### config.mk
export PLATFORM = sky130hd
export DESIGN_NAME = symbol_upsampler
export DESIGN_NICKNAME = d
export VERILOG_FILES = /design/src/rtl/dvb_modem_pkg.sv /design/src/rtl/symbol_upsampler.sv
export SDC_FILE = /design/constraint.sdc
export NUM_CORES = 1
export LEC_CHECK = 0
export CAP_MARGIN = 20
export CELL_PAD_IN_SITES_DETAIL_PLACEMENT = 0
export CELL_PAD_IN_SITES_GLOBAL_PLACEMENT = 1
export CORE_MARGIN = 2
export CORE_UTILIZATION = 31
export DETAILED_ROUTE_END_ITERATION = 16
export PLACE_DENSITY = 0.91
export SLEW_MARGIN = 15
export SYNTH_ARGS = -nofsm -noshare
export SYNTH_HDL_FRONTEND = slang
export SYNTH_SLANG_ARGS = --single-unit
### constraint.sdc
create_clock -name clock -period 3.9 [get_ports clock]
set_input_delay 0.78 -clock clock [delete_from_list [all_inputs] [get_ports clock]]
set_output_delay 0.78 -clock clock [all_outputs]
set_load 0.02 [all_outputs]
### src/rtl/dvb_modem_pkg.sv
// Shared transmit-path types and helpers for the DVB modem blocks.
// Used by symbol_upsampler and the fir_filter instantiation wrapper.
package dvb_modem_pkg;

  localparam int DEFAULT_UPSAMPLE_FACTOR = 4;
  localparam int AXIS_DATA_W             = 16;

  typedef struct packed {
    logic [AXIS_DATA_W-1:0] tdata;
    logic                   tlast;
    logic                   tvalid;
  } axis_sample_t;

  // Counter width that never collapses to zero bits for a factor of 1.
  function automatic int clog2_min1(input int n);
    int r;
    r = $clog2(n);
    return (r < 1) ? 1 : r;
  endfunction

endpackage

### src/rtl/symbol_upsampler.sv
// AXI-Stream zero-insertion interpolator feeding fir_filter; tlast moves to the group's last sample.
// Define SYMBOL_UPSAMPLER_SAMPLE_HOLD_EN to repeat the symbol (zero-order hold) instead of inserting zeros.
module symbol_upsampler
  import dvb_modem_pkg::*;
#(
  parameter int DATA_WIDTH      = 16,
  parameter int UPSAMPLE_FACTOR = DEFAULT_UPSAMPLE_FACTOR
) (
  input  logic                  clock,
  input  logic                  reset,
  output logic                  data_in_tready,
  input  logic [DATA_WIDTH-1:0] data_in_tdata,
  input  logic                  data_in_tlast,
  input  logic                  data_in_tvalid,
  input  logic                  data_out_tready,
  output logic [DATA_WIDTH-1:0] data_out_tdata,
  output logic                  data_out_tlast,
  output logic                  data_out_tvalid,
  output logic                  busy
);

  localparam int                     PHASE_WIDTH = clog2_min1(UPSAMPLE_FACTOR);
  localparam logic [PHASE_WIDTH-1:0] LAST_PHASE  = PHASE_WIDTH'(UPSAMPLE_FACTOR - 1);

  logic [PHASE_WIDTH-1:0] phase;
  logic [PHASE_WIDTH-1:0] next_phase;
  logic                   last_pending;
  logic                   final_phase;
  logic                   in_hs;
  logic                   out_hs;
  logic [DATA_WIDTH-1:0]  fill_data;

  assign final_phase    = (phase == LAST_PHASE);
  assign next_phase     = phase + PHASE_WIDTH'(1);
  // Accept a new symbol when idle or as the group's final sample leaves, so groups abut.
  assign data_in_tready = !data_out_tvalid | (data_out_tready & final_phase);
  assign in_hs          = data_in_tvalid & data_in_tready;
  assign out_hs         = data_out_tvalid & data_out_tready;
  assign busy           = data_out_tvalid;

`ifdef SYMBOL_UPSAMPLER_SAMPLE_HOLD_EN
  logic [DATA_WIDTH-1:0] symbol_q;

  always_ff @(posedge clock) begin
    if (reset)      symbol_q <= '0;
    else if (in_hs) symbol_q <= data_in_tdata;
  end

  assign fill_data = symbol_q;
`else
  assign fill_data = '0;
`endif

  always_ff @(posedge clock) begin
    if (reset) begin
      data_out_tdata  <= '0;
      data_out_tlast  <= 1'b0;
      data_out_tvalid <= 1'b0;
      phase           <= '0;
      last_pending    <= 1'b0;
    end else if (in_hs) begin
      data_out_tdata  <= data_in_tdata;
      data_out_tvalid <= 1'b1;
      data_out_tlast  <= (UPSAMPLE_FACTOR == 1) ? data_in_tlast : 1'b0;
      phase           <= '0;
      last_pending    <= data_in_tlast;
    end else if (out_hs) begin
      if (!final_phase) begin
        phase          <= next_phase;
        data_out_tdata <= fill_data;
        data_out_tlast <= last_pending & (next_phase == LAST_PHASE);
      end else begin
        // Group fully delivered and nothing queued behind it.
        data_out_tvalid <= 1'b0;
        data_out_tlast  <= 1'b0;
        last_pending    <= 1'b0;
      end
    end
  end

endmodule

Fig. 1: run 1, clock wires, drivers and flops
Scale: 10 px per um.
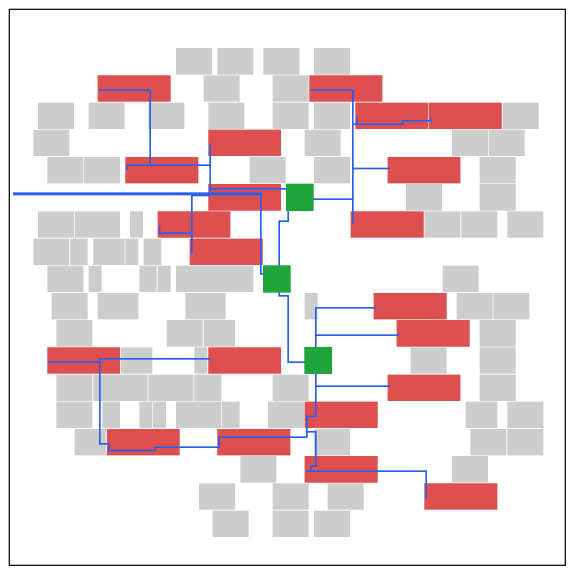
[red] flip-flops | count: 21
[green] clock drivers | count: 3
[blue] clock wires | length: 238 um
routed clock nets: 4
clk_lat worst skew: 0.29 ns
Clock net power: 0.100 mW

Fig. 2: run 1, supply network
Scale: 8 px per um. Pins as bars on the die edge.
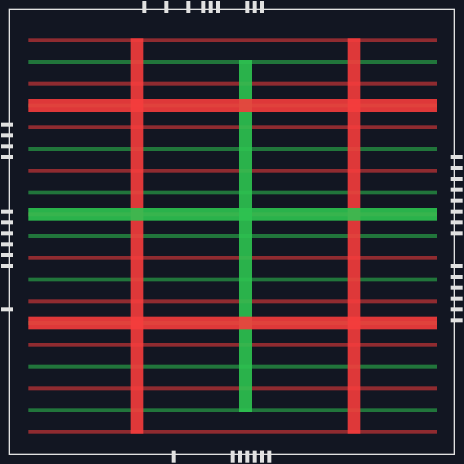
| color | net |
|---|---|
| green | VDD |
| red | VSS |
rows: 18
met1 rails: 19
met5 straps: 3
Chip Width: 55.5 um
Core Area: 2500 um^2
peak supply drop: 0.152 mV

Fig. 3: run 1, metal layers overlaid
Scale: 10 px per um. Only two layers are drawn.
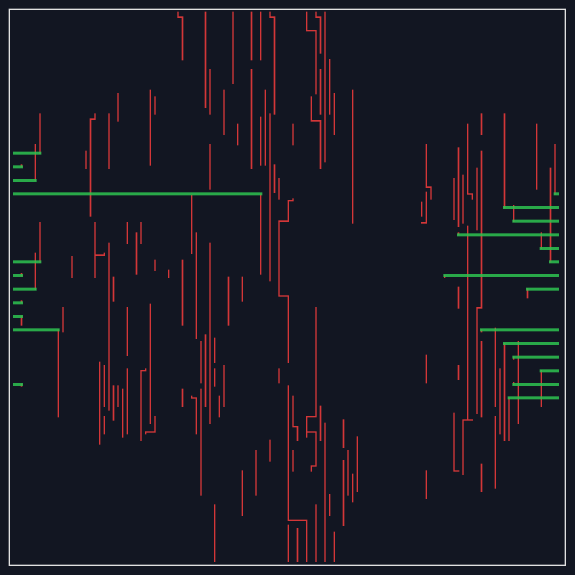
| color | layer | wire length |
|---|---|---|
| red | metal 2 | 754 um |
| green | metal 3 | 106 um |
routed via count: 632
Total GRT Usage: 11.6%
Detailed Route WL: 1710 um

-- run 1: cell families (layout without fill, tap and decap cells) --
family                   after synthesis  after routing  share of synthesized area [%]
buffers and inverters                  6             46                           5.94
AND/OR/NAND/NOR                       14             14                           11.4
adder cells (fa/ha/maj)                2              2                           3.05
AND-OR/OR-AND                         22             22                           27.3
XOR/XNOR                               1              1                           1.07
flip-flops                            21             21                           51.2
-- run 1: state kept, by name, indices dropped and copies added (netlist names) --
register        flops
data_out_tlast      1
phase               2
busy                1
last_pending        1
data_out_tdata     16
-- run 1: final cells by class --
type / instances / area, um^2 / area share [%]
sequential: 21 / 420 / 33.8
timing repair buffer: 40 / 400 / 32.2
multi-input combinational: 39 / 352 / 28.3
tap: 30 / 37.5 / 3.02
clock buffer: 4 / 26.3 / 2.11
inverter: 2 / 7.51 / 0.604
==> flow_summary_export.csv, run 1 <==
group,metric,value,unit
run_status,status,"finished, final reports clean",
synthesis,ys_top_cells_by_area,"dfxtp_1 51%, a22o_2 18%, ha_1 3.0%",
synthesis,top_cell,"dfxtp_1",
final_timing,worst_pin_slew,0.980,ns
global_routing,globalRouteMet1Util,16.3,%
global_routing,first_global_vias,647,
worst_hold_path,min_path_type,"register to register",
die,io_pins,41,
global_routing,grt_antenna_before_repair,0,
route,drc_errors,0,
pwr,p_total,0.422,mW
critical_path,required,3.12,ns
layout,fin_area,1240,um^2
layout,layout-drive-gt1-share,23.6,%
placed_design,port_buffers,40,
placed_design,dpl_worst_slack,0.965,ns
worst_hold_path,worstHoldStart,"last_pending$_SDFFE_PP0P_",
route,vias_per_cell,4.65,
synthesis,syn-instance-count,66,
clocking,clock_path_buffers,2,
Fig. 4: run 1, congestion heat map
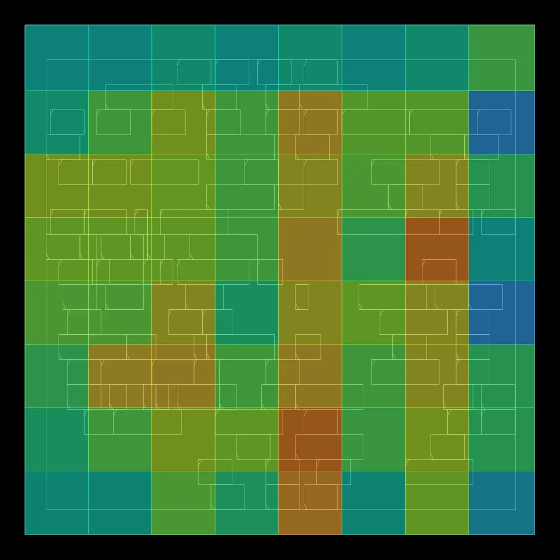

==> run 2: changes to the inputs <==
--- a/config.mk
+++ b/config.mk
@@ -9,9 +9,9 @@
 export CELL_PAD_IN_SITES_DETAIL_PLACEMENT = 0
 export CELL_PAD_IN_SITES_GLOBAL_PLACEMENT = 1
 export CORE_MARGIN = 2
-export CORE_UTILIZATION = 31
+export CORE_UTILIZATION = 29
 export DETAILED_ROUTE_END_ITERATION = 16
-export PLACE_DENSITY = 0.91
+export PLACE_DENSITY = 0.86
 export SLEW_MARGIN = 15
 export SYNTH_ARGS = -nofsm -noshare
 export SYNTH_HDL_FRONTEND = slang
==> constraint.sdc (replaced) <==
create_clock -name clock -period 2.85 [get_ports clock]
set_input_delay 0.57 -clock clock [delete_from_list [all_inputs] [get_ports clock]]
set_output_delay 0.57 -clock clock [all_outputs]
set_load 0.02 [all_outputs]
Fig. 5: run 2, congestion heat map
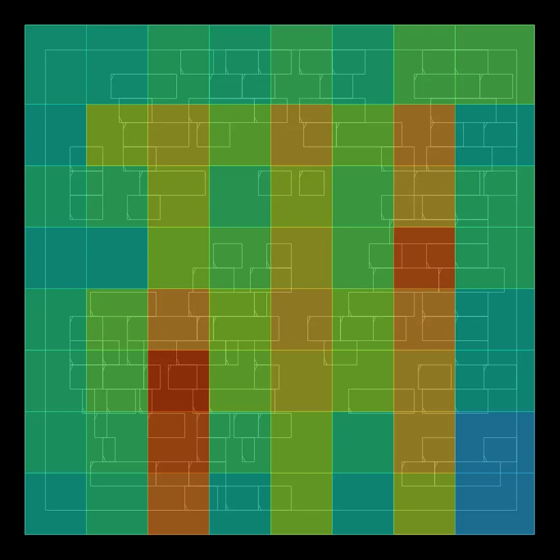
Post-Route Utilization: 45.6%
drt wl/cell: 13.3 um
Total GRT Usage: 12.1%
met1 usage: 13.4%

Fig. 6: run 2, supply network
Scale: 8 px per um. Pins as bars on the die edge.
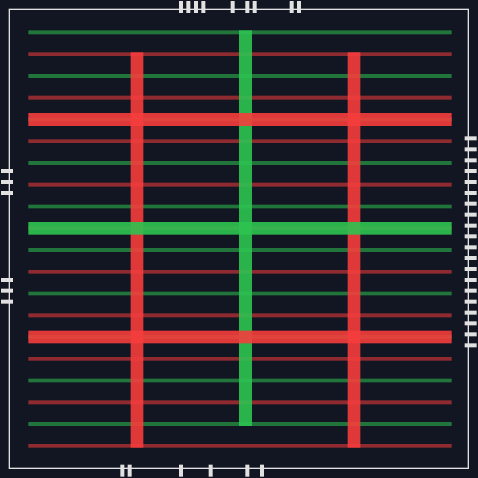
| color | net |
|---|---|
| red | VSS |
| green | VDD |
signal pins: 41
met4 straps: 3
met1 rails: 20
peak supply drop: 0.266 mV
DIE HEIGHT: 57.2 um
Chip Width: 57.2 um

Fig. 7: run 2, metal layers overlaid
Scale: 10 px per um. Only two layers are drawn.
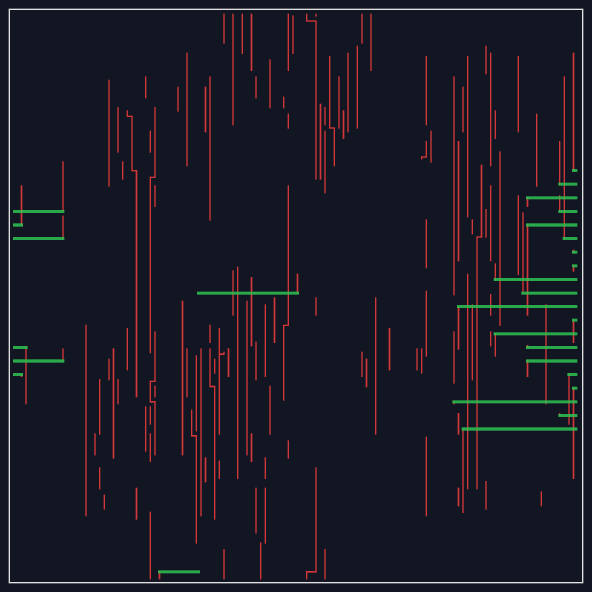
| color | layer | wire length |
|---|---|---|
| green | metal 3 | 115 um |
| red | metal 2 | 911 um |
routed via count: 657
Detailed Route WL: 1820 um

==> run 2 against run 1 <==
Synthesized cell count unchanged; clock power increased by 41%; combinational power increased by 36%; via count increased by 4.0%; die area increased by 6.4%; critical path depth unchanged; highest routed layer is now met4; routed wire length increased by 6.8%; hold slack improved by 0.0064 ns; largest power group unchanged; sequential cell count unchanged; final cell count increased by 0.74%; power increased by 38%; critical endpoint unchanged; first-iteration DRC count decreased by 22%.
==> flow_summary_export.csv, run 2 <==
group,metric,value,unit
synthesis,syn-instance-count,66,
global_routing,grt_antenna_before_repair,0,
layout,fin_area,1250,um^2
placed_design,dpl_worst_slack,0.336,ns
layout,largest_reg_flops,16,
critical_path,worstPathArrival,1.94,ns
layout,top_regs,"data_out_tdata x16, phase x2",
synthesis,ys_sh_xor,1.07,%
route,drc_errors,0,
synthesis,ys_sh_mux,0,%
synthesis,ys_sh_simple,11.4,%
die,io_pins,41,
clocking,clock_path_buffers,2,
layout,layout-drive-gt1-share,24.5,%
critical_path,required,2.28,ns
placed_design,port_buffers,40,
final_timing,worst_pin_slew,0.998,ns
synthesis,yosys.area_share.adder,3.05,%
clocking,clkLatencyLatePin,0.30,ns
worst_hold_path,min_path_type,"register to register",
global_routing,first_global_vias,644,
die,coreArea,2730,um^2
pwr,p_total,0.581,mW
worst_hold_path,worstHoldStart,"data_out_tdata[12]$_SDFFE_PP0P_",
synthesis,ys_top_cells_by_area,"dfxtp_1 51%, a22o_2 18%, ha_1 3.0%",
route,vias_per_cell,4.80,
run_status,status,"finished, final reports clean",
-- run 2: cell counts after synthesis --
No cell type changed its count.
-- run 2: routing by layer --
layer / wire length, um / vias up
li1: - / 324
met1: 768 / 303
met2: 910 / 28
met3: 114 / 2
met4: 27 / 0
met5: 0 / -
-- run 2: report_power, final --
group / internal (mW) / switching (mW)
clock network: 0.0522 / 0.0887
logic: 0.0696 / 0.0516
registers: 0.309 / 0.00967
-- run 2: cell type report --
type,instances,area (um^2)
repair buffers,40,400
clock buffers,3,22.5
fillers,281,1490
multi-input cells,39,352
flip-flops and latches,21,420
clock inverters,1,5.00
inverters,2,7.51
well taps,31,38.8
-- run 2: critical path, delay by kind of cell --
| family | cells | cell delay, ns |
|---|---|---|
| AOI/OAI and AO/OA | 1 | 0.24 |
| buffers and inverters | 3 | 1.13 |
==> run 3: changes to the inputs <==
--- a/config.mk
+++ b/config.mk
@@ -5,12 +5,14 @@
 export SDC_FILE = /design/constraint.sdc
 export NUM_CORES = 1
 export LEC_CHECK = 0
+export ABC_CLOCK_PERIOD_IN_PS = 2850
 export CAP_MARGIN = 20
 export CELL_PAD_IN_SITES_DETAIL_PLACEMENT = 0
 export CELL_PAD_IN_SITES_GLOBAL_PLACEMENT = 1
 export CORE_MARGIN = 2
 export CORE_UTILIZATION = 29
 export DETAILED_ROUTE_END_ITERATION = 16
+export GPL_ROUTABILITY_DRIVEN = 0
 export PLACE_DENSITY = 0.86
 export SLEW_MARGIN = 15
 export SYNTH_ARGS = -nofsm -noshare
Fig. 8: run 3, clock wires, drivers and flops
Scale: 10 px per um.
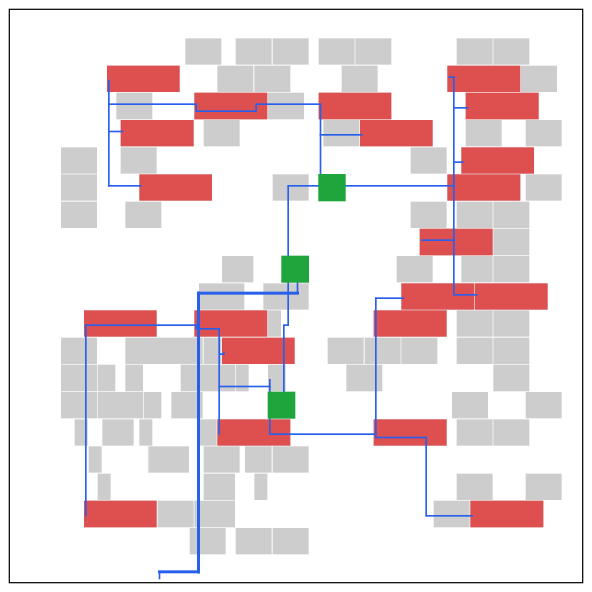
[green] clock drivers | count: 3
[red] flip-flops | count: 21
[blue] clock wires | length: 264 um
routed clock nets: 4
Clock net power: 0.141 mW
Worst Clk Skew: 0.00162 ns
clk_lat worst skew: 0.30 ns

Fig. 9: run 3, supply network
Scale: 8 px per um. Pins as bars on the die edge.
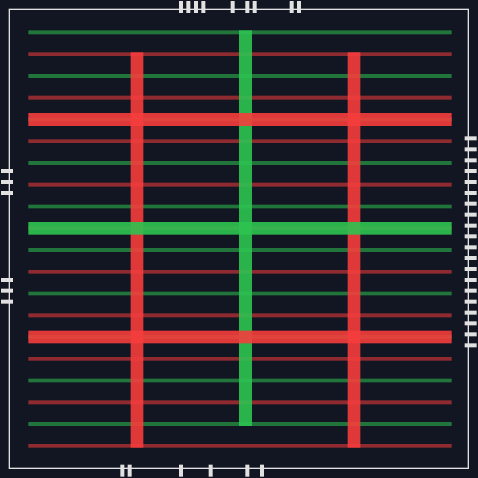
| color | net |
|---|---|
| red | VSS |
| green | VDD |
met5 straps: 3
met4 straps: 3
signal pins: 41
rows: 19
Core Area: 2730 um^2

Fig. 10: run 3, metal layers overlaid
Scale: 10 px per um. Only two layers are drawn.
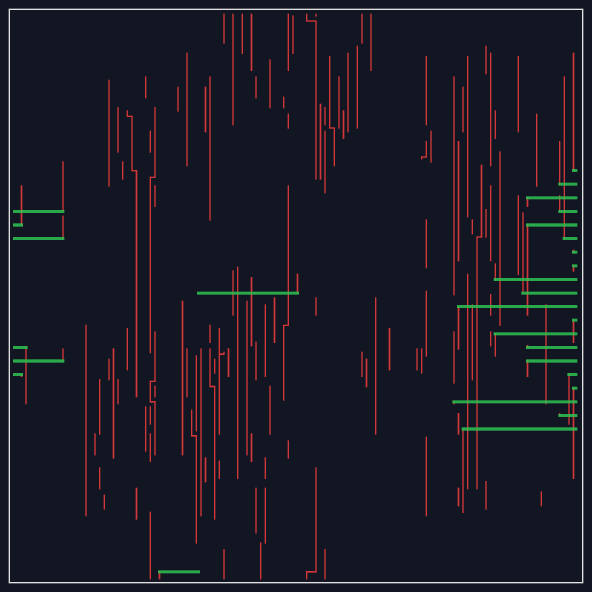
| color | layer | wire length |
|---|---|---|
| green | metal 3 | 115 um |
| red | metal 2 | 911 um |

==> run 3 against run 2 <==
Critical path depth unchanged; clock skew is the same; utilization unchanged; routed wire length is the same; sequential power about the same; final area unchanged; synthesized area unchanged; sequential cell count stayed put; global-route usage unchanged; final cell count is the same; clock-buffer cell count unchanged; combinational power about the same.
==> flow_summary_export.csv, run 3 <==
group,metric,value,unit
synthesis,ys_top_cells_by_area,"dfxtp_1 51%, a22o_2 18%, ha_1 3.0%",
route,wl_per_cell,13.3,um
critical_path,critPathBufInv,3,
global_routing,grtUsageTotal,12.1,%
route,wl_met3,114,um
critical_path,required,2.28,ns
route,routed.top_layer,"met4",
pwr,switching_share,25.8,%
pwr,p_total,0.581,mW
die,io_pins,41,
pwr,pg_seq,0.319,mW
worst_hold_path,worstHoldStart,"data_out_tdata[12]$_SDFFE_PP0P_",
pwr,comb-power,0.121,mW
clocking,clock_path_buffers,2,
synthesis,syn-instance-count,66,
final_timing,worst_pin_slew,0.998,ns
worst_hold_path,min_path_type,"register to register",
global_routing,globalRouteMet1Util,13.4,%
pwr,seqPwrFrac,54.9,%
pwr,p_comb_share,20.9,%
critical_path,crit_family,"buffers and inverters",
global_routing,first_global_vias,644,
pwr,power_leader,"registers",
run_status,status,"finished, final reports clean",
critical_path,worstPathArrival,1.94,ns
pwr,p_clk_share,24.3,%
pwr,p_int,0.431,mW
pwr,ir_worst_vdd,0.266,mV
global_routing,grt_antenna_before_repair,0,
route,route.met2.wl,910,um
layout,largest-register,"data_out_tdata",
layout,top_regs,"data_out_tdata x16, phase x2",
placed_design,dpl_worst_slack,0.336,ns
layout,fin_area,1250,um^2
route,wl,1820,um
route,wl_met1,768,um
route,num_vias,657,
run 3: layout make-up:
type | instances | area, um^2
clock buffers | 3 | 22.5
clock inverters | 1 | 5.00
fillers | 281 | 1490
inverters | 2 | 7.51
multi-input cells | 39 | 352
flip-flops and latches | 21 | 420
well taps | 31 | 38.8
repair buffers | 40 | 400
run 3: kinds of logic (layout without fill, tap and decap cells):
kind of cell | after synthesis | after routing | synth area share, %
AOI/OAI and AO/OA | 22 | 22 | 27.3
DFF | 21 | 21 | 51.2
and+or+nand+nor | 14 | 14 | 11.4
xor gates and xnor gates | 1 | 1 | 1.07
buffers and inverters | 6 | 46 | 5.94
adders and majority gates | 2 | 2 | 3.05

==> layout pictures side by side <==
Cell area per tile.
Scale: 4 px per um. The die is cut into 11 by 11 equal tiles; white is low, dark blue is high, 0 to 100% covered.
panel A
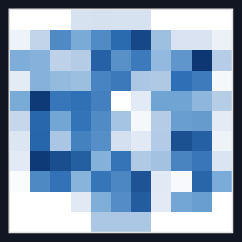
panel B
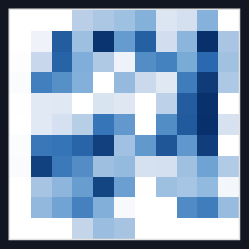
run 2 -> panel B
run 1 -> panel A

Key to panel B:
mean over tiles: 37%
nearly empty tiles: 23%
tiles over 75% full: 14%

No activity file was given, so power comes from the tool's default toggle rates.
